===== config.mk =====
export PLATFORM = sky130hd
export DESIGN_NAME = mm_seq_ctrl_flat
export DESIGN_NICKNAME = d
export VERILOG_FILES = /design/src/rtl/mm_pkg.sv /design/src/rtl/mm_seq_ctrl_if.sv /design/src/rtl/mm_row_bank.sv /design/src/rtl/mm_seq_ctrl.sv /design/src/flat_wrapper.sv
export SDC_FILE = /design/constraint.sdc
export NUM_CORES = 1
export LEC_CHECK = 0
export CORE_ASPECT_RATIO = 0.9
export CORE_UTILIZATION = 33
export DETAILED_ROUTE_END_ITERATION = 16
export PLACE_DENSITY = 0.58
export REMOVE_ABC_BUFFERS = 1
export SLEW_MARGIN = 0
export SYNTH_ARGS = -nofsm -noshare
export SYNTH_HDL_FRONTEND = slang
export SYNTH_SLANG_ARGS = --single-unit

===== constraint.sdc =====
create_clock -name clk -period 2.8 [get_ports clk]
set_clock_uncertainty 0.05 [all_clocks]
set_input_delay 0.56 -clock clk [delete_from_list [all_inputs] [get_ports clk]]
set_output_delay 0.56 -clock clk [all_outputs]
set_load 0.02 [all_outputs]

===== src/rtl/mm_pkg.sv =====
// Shared types and sizes for the 4x4 systolic matmul job sequencer,
// aligners and PE array.
package mm_pkg;

  localparam int N     = 4;
  localparam int DW    = 8;
  localparam int ROW_W = N * DW;
  localparam int BEATS = 2 * N;
  localparam int MAT_W = N * ROW_W;
  localparam int CW    = $clog2(BEATS);

  localparam int DRAIN_CYC_DEF    = 2 * N - 2;
  localparam int FEED_TIMEOUT_DEF = 15;

  typedef enum logic [2:0] {
    IDLE,
    LOAD,
    CLEAR,
    FEED,
    DRAIN,
    CAPTURE,
    DONE
  } mm_state_t;

endpackage


===== src/rtl/mm_seq_ctrl_if.sv =====
// Row-word load stream into the job sequencer (valid/ready).
// The host side is the master, the sequencer the slave.
interface mm_seq_ctrl_if;
  import mm_pkg::*;

  logic             valid;
  logic             ready;
  logic [ROW_W-1:0] data;

  modport master (
    output valid,
    output data,
    input  ready
  );

  modport slave (
    input  valid,
    input  data,
    output ready
  );

endinterface


===== src/rtl/mm_row_bank.sv =====
// 2N-entry row register file; entries 0..N-1 form A, N..2N-1 form B,
// each presented packed with row 0 in the LSBs.
module mm_row_bank
  import mm_pkg::*;
(
  input  logic             clk,
  input  logic             clr,
  input  logic             we,
  input  logic [CW-1:0]    idx,
  input  logic [ROW_W-1:0] wdata,
  output logic [MAT_W-1:0] a_mat,
  output logic [MAT_W-1:0] b_mat
);

  logic [ROW_W-1:0] rows [BEATS];

  always_ff @(posedge clk) begin
    if (clr) begin
      for (int i = 0; i < BEATS; i++) begin
        rows[i] <= '0;
      end
    end else if (we) begin
      rows[idx] <= wdata;
    end
  end

  for (genvar i = 0; i < N; i++) begin : g_pack
    assign a_mat[i*ROW_W +: ROW_W] = rows[i];
    assign b_mat[i*ROW_W +: ROW_W] = rows[N+i];
  end

endmodule


===== src/rtl/mm_seq_ctrl.sv =====
// Job sequencer: loads A/B rows, restarts the aligners, gates the PE
// array through feed and drain, then strobes capture and done.
module mm_seq_ctrl
  import mm_pkg::*;
#(
  parameter int DRAIN_CYC    = DRAIN_CYC_DEF,
  parameter int FEED_TIMEOUT = FEED_TIMEOUT_DEF
) (
  input  logic             clk,
  input  logic             st_rst,
  input  logic             start,
  mm_seq_ctrl_if.slave     ld,
  output logic [MAT_W-1:0] a_mat,
  output logic [MAT_W-1:0] b_mat,
  output logic             algn_rst,
  input  logic             algn_done_a,
  input  logic             algn_done_b,
  output logic             pe_clr,
  output logic             feed_en,
  output logic             res_capture,
  output logic             busy,
  output logic             done,
  output logic             err
);

  localparam int TMAX =
    (FEED_TIMEOUT > DRAIN_CYC) ? FEED_TIMEOUT : DRAIN_CYC;
  localparam int TW = $clog2(TMAX + 1);

  mm_state_t     state;
  logic [CW-1:0] cnt;
  logic [TW-1:0] tcnt;
  logic          hs;
  logic          both;

  assign ld.ready = (state == LOAD);
  assign hs       = ld.valid && ld.ready;
  assign both     = algn_done_a && algn_done_b;

  // Row index equals the beat count: A rows then B rows.
  mm_row_bank u_bank (
    .clk   (clk),
    .clr   (st_rst),
    .we    (hs),
    .idx   (cnt),
    .wdata (ld.data),
    .a_mat (a_mat),
    .b_mat (b_mat)
  );

  always_ff @(posedge clk) begin
    if (st_rst) begin
      state       <= IDLE;
      cnt         <= '0;
      tcnt        <= '0;
      err         <= 1'b0;
      algn_rst    <= 1'b1;
      pe_clr      <= 1'b0;
      feed_en     <= 1'b0;
      res_capture <= 1'b0;
      busy        <= 1'b0;
      done        <= 1'b0;
    end else begin
      pe_clr      <= 1'b0;
      res_capture <= 1'b0;
      done        <= 1'b0;
      unique case (state)
        IDLE: begin
          if (start) begin
            state <= LOAD;
            cnt   <= '0;
            err   <= 1'b0;
            busy  <= 1'b1;
          end
        end
        LOAD: begin
          if (hs) begin
            cnt <= cnt + CW'(1);
            if (cnt == CW'(BEATS - 1)) begin
              state  <= CLEAR;
              pe_clr <= 1'b1;
            end
          end
        end
        CLEAR: begin
          state    <= FEED;
          tcnt     <= '0;
          algn_rst <= 1'b0;
          feed_en  <= 1'b1;
        end
        FEED: begin
          if (both) begin
            state    <= DRAIN;
            tcnt     <= '0;
            algn_rst <= 1'b1;
          end else if (tcnt == TW'(FEED_TIMEOUT - 1)) begin
            // Aligners hung: abort without loading results.
            state    <= DONE;
            err      <= 1'b1;
            algn_rst <= 1'b1;
            feed_en  <= 1'b0;
            done     <= 1'b1;
          end else begin
            tcnt <= tcnt + TW'(1);
          end
        end
        DRAIN: begin
          if (tcnt == TW'(DRAIN_CYC - 1)) begin
            state       <= CAPTURE;
            feed_en     <= 1'b0;
            res_capture <= 1'b1;
          end else begin
            tcnt <= tcnt + TW'(1);
          end
        end
        CAPTURE: begin
          state <= DONE;
          done  <= 1'b1;
        end
        DONE: begin
          state <= IDLE;
          busy  <= 1'b0;
        end
        default: begin
          state <= IDLE;
        end
      endcase
    end
  end

endmodule


===== src/flat_wrapper.sv =====
// flat-port wrapper written by rule: the top's interface ports become plain ports
module mm_seq_ctrl_flat import mm_pkg::*;
#(
  parameter int DRAIN_CYC    = DRAIN_CYC_DEF,
  parameter int FEED_TIMEOUT = FEED_TIMEOUT_DEF
)
  (clk, st_rst, start, a_mat, b_mat, algn_rst, algn_done_a, algn_done_b, pe_clr, feed_en, res_capture, busy, done, err, ld_valid, ld_data, ld_ready);
  mm_seq_ctrl_if ld_i ();
  input  logic clk;
  input  logic st_rst;
  input  logic start;
  output logic [MAT_W-1:0] a_mat;
  output logic [MAT_W-1:0] b_mat;
  output logic algn_rst;
  input  logic algn_done_a;
  input  logic algn_done_b;
  output logic pe_clr;
  output logic feed_en;
  output logic res_capture;
  output logic busy;
  output logic done;
  output logic err;
  input wire logic [$bits(ld_i.valid)-1:0] ld_valid;
  input wire logic [$bits(ld_i.data)-1:0] ld_data;
  output wire logic [$bits(ld_i.ready)-1:0] ld_ready;
  assign ld_i.valid = ld_valid;
  assign ld_i.data = ld_data;
  assign ld_ready = ld_i.ready;
  mm_seq_ctrl #(.DRAIN_CYC(DRAIN_CYC), .FEED_TIMEOUT(FEED_TIMEOUT)) u_core (.clk(clk), .st_rst(st_rst), .start(start), .ld(ld_i), .a_mat(a_mat), .b_mat(b_mat), .algn_rst(algn_rst), .algn_done_a(algn_done_a), .algn_done_b(algn_done_b), .pe_clr(pe_clr), .feed_en(feed_en), .res_capture(res_capture), .busy(busy), .done(done), .err(err));
endmodule

**Run 1: register map, names as in the netlist**

Drawn at 3 px/um. Other sequential cells in the stronger grey, the rest of the logic in the fainter grey.
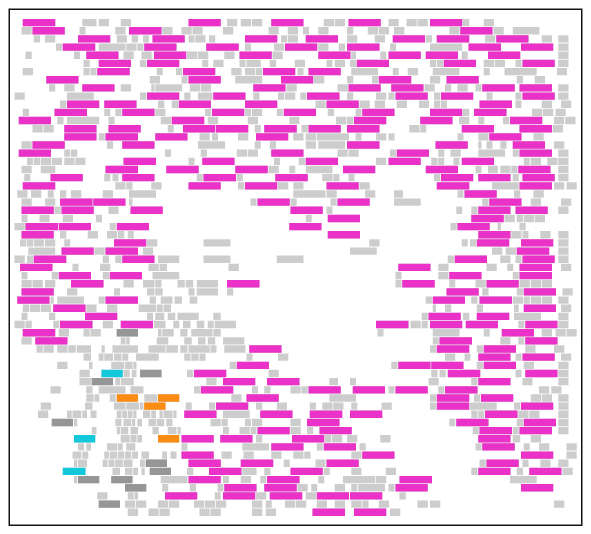
netlist name	colour	sequential cells
`u_core.state`	cyan	3
`u_core.tcnt`	orange	4
`u_core.u_bank.rows`	magenta	256
not coloured	10

**Run 1: nets reached from selected ports**

Drawn at 2 px/um.
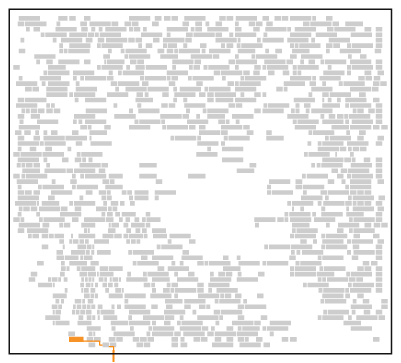
port	colour	bits	direction	edge	end cells	buffers	wire
`pe_clr`	orange	1	output	bottom	1	1	16.9 um

**Run 1: cell outlines without signal wires**

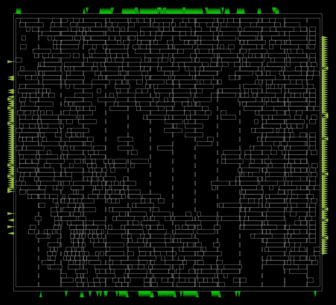
tap cells: 409
number of fillers in the final layout: 2,723
Final Util: 0.494

==> run notes, run 1 <==
run metrics: and-or/or-and share of the synthesized area 0.0202, WL per Instance 20.8 um, CP Buf/Inv Count 1, DIE WIDTH 190 um, First DRT Iteration DRCs 416, WP data arrival 1.96 ns, RR Endpoint u_core.u_bank.rows[0][24], Primary FF master, synth edfxtp_1, cts bufs inserted 30, max incr delay on CP 0.62 ns, hold_buf cts 0, CTS Buffer Depth 3, Reg2Reg Launch Point u_core.state[0], clock share of power 0.443, largest net degree at the start of global routing 33, startpoint class of the critical path register, Cells after Synth 667, initial antenna violation count 0, Power Internal 0.00763 W, final setup violation count 0, CP Launch Point u_core.state[2], Yosys top cell area share 0.730, buffers outside the clock class 332, most frequent cells after synthesis 258 x and2_1, 256 x edfxtp_1, 26 x buf_2, 17 x dfxtp_1, 11 x a21oi_1, Seq/total area 0.522, Sum Neg Setup Slack 0 ns, Setup crit end kind output pin, most frequent cells in the layout 301 x clkdlybuf4s50_1, 258 x and2_1, 256 x edfxtp_1, xor/xnor share 0, Slew headroom 0.679, synth top area cells edfxtp_1 73%, and2_1 15%, dfxtp_1 3.2%, vias in the first global route 6,546, Post-CTS Setup Inserts 0, Max Cap Viol 0, die height 171 um, switch share 0.217, Slowest cell on crit path dfxtp_1, met2 WL 14,500 um, drt drc 0, OpenROAD warning count 27, Starting Density 0.338, worst-case register-to-register setup slack 0.80 ns, synth-to-layout area growth 45.9%, Routed WL 29,800 um, CTS tree built, Post-Layout Cell Count 1,431, clock network power 0.00432 W, Cell Type Count 47, Logic pwr share 0.081, Combinational Area 2340 sq um, PortBufs 301, CTS Sinks 273, MUX share of area 0.00107, CP Depth 3, Flop pwr share 0.476, I/O Pins 302, Final clock-cell share 0.0716, max reg flops 256, Placed Cells 1,374, worst r2r path cells 5, row count 61, Via Count 6,472, htree depth 1, CTS root buffer clkbuf_16, global route hottest layer met2, comb area leader simple AND/OR/NAND/NOR gates, Post-Route M1 WL 12,600 um, CP Cell Sequence nor2_4, and2_1, clkdlybuf4s50_1, max layer used met4, adder share 0.00594, Largest Register u_core.u_bank.rows, most frequent logic cell in the layout clkdlybuf4s50_1, hold path depth 2, hold crit path type reg2reg, Multi-In Gates 354, VDD IR max 0.000477 V, clock-pin slew on the worst setup and hold paths 0.06 ns, Inverters 7, die area 32,600 sq um, Routed met3 length 2240 um, Setup crit end ld_ready, buffer share of cell area 0.218, Seq. pwr 0.00464 W, RSZ-0062 raised after global routing no, hold path start u_core.algn_rst, overall global routing resource usage 0.181, M3 GR Usage 0.0467, FF+latch area 8030 sq um, yosys stat chip area 10,500 sq um, simple share 0.193, Syn Area/Cell 15.8 sq um, vias per cell 4.52, largest registers u_core.u_bank.rows x256, u_core.tcnt x4, CP Max Fanout 13, GRT overflow 0, largest class sequential cells, DRT antenna net count 0, LEAKAGE 5.65 nW, Synth Seq Share 0.762, yosys cell count 667, Placer Congestion 0.738, fraction of registers with async set or reset after synthesis 0, WS Path Type reg2out, Worst Tran Pin Value 0.482 ns, Final nets 1,041, outcome completed, global-route wire length before repair 43,200 um, Post-Syn Area 10,500 sq um, P_sw 0.00212 W, core area 31,100 sq um, Final HPWL DP 20,000 um, Max Slew Vio Count 0, top power group sequential cells, Flops after synth 273, Final Hold Viols 0, FMAX 388 MHz, hold endpoint u_core.algn_rst, pwr dens 634 nW/um^2, Warnings, synthesis 0, PostCTS Resize Cnt 0, DR pass1 iterations 4, area leader, netlist edfxtp_1, fin crit share 0.919, top cell family by delay on the critical path flip-flops, comb pwr 0.000791 W, M2 GR Usage 0.306
run 1: per-stage QoR:
stage | hold WS (ns) | setup slack (ns) | area (sq um) | utilization | power, W
3_5_place_dp | 0.455 | 0.342 | 14300 | 0.458 | 0.00553
5_1_grt | 0.495 | 0.129 | 15400 | 0.494 | 0.0100
6_report | 0.457 | 0.226 | 15400 | 0.494 | 0.00975
3_3_place_gp | 0.444 | 0.352 | 14300 | 0.458 | 0.00553
4_1_cts | 0.463 | 0.0513 | 15400 | 0.493 | 0.00985
2_1_floorplan | 0.433 | 0.337 | 10400 | - | 0.00501
run 1: worst min-delay path, delay by kind of cell, from the launching register on:
family             cells  cell delay [ns]
AOI/OAI and AO/OA      1             0.07
and+or+nand+nor        1             0.07
DFF                    1             0.31
## Run 2: what changed since run 1
--- a/config.mk
+++ b/config.mk
@@ -10,6 +10,7 @@
 export DETAILED_ROUTE_END_ITERATION = 16
 export PLACE_DENSITY = 0.58
 export REMOVE_ABC_BUFFERS = 1
+export SKIP_LAST_GASP = 1
 export SLEW_MARGIN = 0
 export SYNTH_ARGS = -nofsm -noshare
 export SYNTH_HDL_FRONTEND = slang
**Run 2: nets reached from selected ports**

Drawn at 2 px/um.
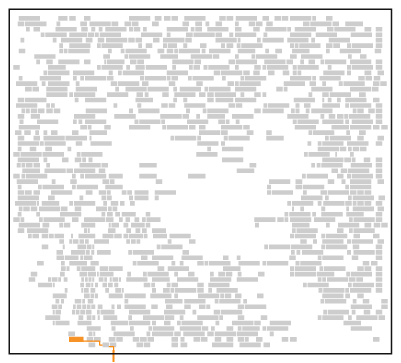
port	colour	bits	direction	edge	end cells	buffers	wire
`pe_clr`	orange	1	output	bottom	1	1	16.9 um
PortBufs: 301
I/O Pins: 302

==> run 2 against run 1 <==
  * Register-to-register slack hardly changed
  * Sequential power hardly changed
  * Non-clock buffer count did not move
  * Synthesized area is the same
  * Critical path depth is the same
  * Synthesized cell count did not move
  * Die size did not move
==> run notes, run 2 <==
run metrics: Synth Seq Share 0.762, OpenROAD warning count 27, Max Cap Viol 0, Reg2Reg Launch Point u_core.state[0], most frequent cells in the layout 301 x clkdlybuf4s50_1, 258 x and2_1, 256 x edfxtp_1, hold_buf cts 0, Slew headroom 0.679, overall global routing resource usage 0.181, P_sw 0.00212 W, die area 32,600 sq um, switch share 0.217, Worst Tran Pin Value 0.482 ns, hold crit path type reg2reg, synth-to-layout area growth 45.9%, WP data arrival 1.96 ns, Pwr Total 0.00975 W, comb pwr 0.000791 W, Setup crit end kind output pin, Cells after Synth 667, pwr dens 634 nW/um^2, Post-Layout Cell Count 1,431, CTS tree built, row count 61, drt drc 0, number of fillers in the final layout 2,723, VDD IR max 0.000477 V, Placer Congestion 0.738, htree depth 1, Power Internal 0.00763 W, pre-CTS setup slack 0.342 ns, CP Cell Sequence nor2_4, and2_1, clkdlybuf4s50_1, M2 GR Usage 0.306, PostCTS Resize Cnt 0, most frequent logic cell in the layout clkdlybuf4s50_1, Flops after synth 273, vias per cell 4.52, CTS root buffer clkbuf_16, CP Launch Point u_core.state[2], Logic pwr share 0.081, Via Count 6,472, Routed met3 length 2240 um, FMAX 388 MHz, CP Max Fanout 13, WS Path Type reg2out, largest registers u_core.u_bank.rows x256, u_core.tcnt x4, clock network power 0.00432 W, fraction of registers with async set or reset after synthesis 0, Post-CTS Setup Inserts 0, Syn Area/Cell 15.8 sq um, CTS Sinks 273, met2 WL 14,500 um, cell area after layout 15,400 sq um, Seq. pwr 0.00464 W, placed inst area 14,300 sq um, Yosys top cell area share 0.730, Largest Register u_core.u_bank.rows, DRT antenna net count 0, Primary FF master, synth edfxtp_1, vias in the first global route 6,546, Hold WS 0.457 ns, core area 31,100 sq um, final setup violation count 0, Final nets 1,041, cts bufs inserted 30, area leader, netlist edfxtp_1, hold path depth 2, RR Endpoint u_core.u_bank.rows[0][24], CTS Buffer Depth 3, max incr delay on CP 0.62 ns, top power group sequential cells, global route hottest layer met2, max layer used met4, LEAKAGE 5.65 nW, outcome completed, max reg flops 256
==> run 2: area by class of cell <==
type                            count  area, sq um  share of cell area
Clock buffer                       39          856              0.0557
Clock inverter                     17          245              0.0160
Inverter                            7         26.3             0.00171
Multi-Input combinational cell    354         2340               0.153
Sequential cell                   273         8030               0.522
Tap cell                          409          512              0.0333
Timing Repair Buffer              332         3360               0.218
==> run 2: worst max-delay path, delay by kind of cell (launching register included) <==
kind	cells	cell delay, ns
AND/OR/NAND/NOR	2	0.26
flip-flops	1	0.62
buffers and inverters	1	0.54
==> run 2: kinds of logic (layout without fill, tap and decap cells) <==
group,after synthesis,in the layout,share of synthesized area
buffers and inverters,40,395,0.0181
muxes,1,1,0.00107
and+or+nand+nor,316,316,0.193
DFF,273,273,0.762
adders and majority gates,5,5,0.00594
AOI/OAI and AO/OA,32,32,0.0202
Power and IR drop assume default switching activity.
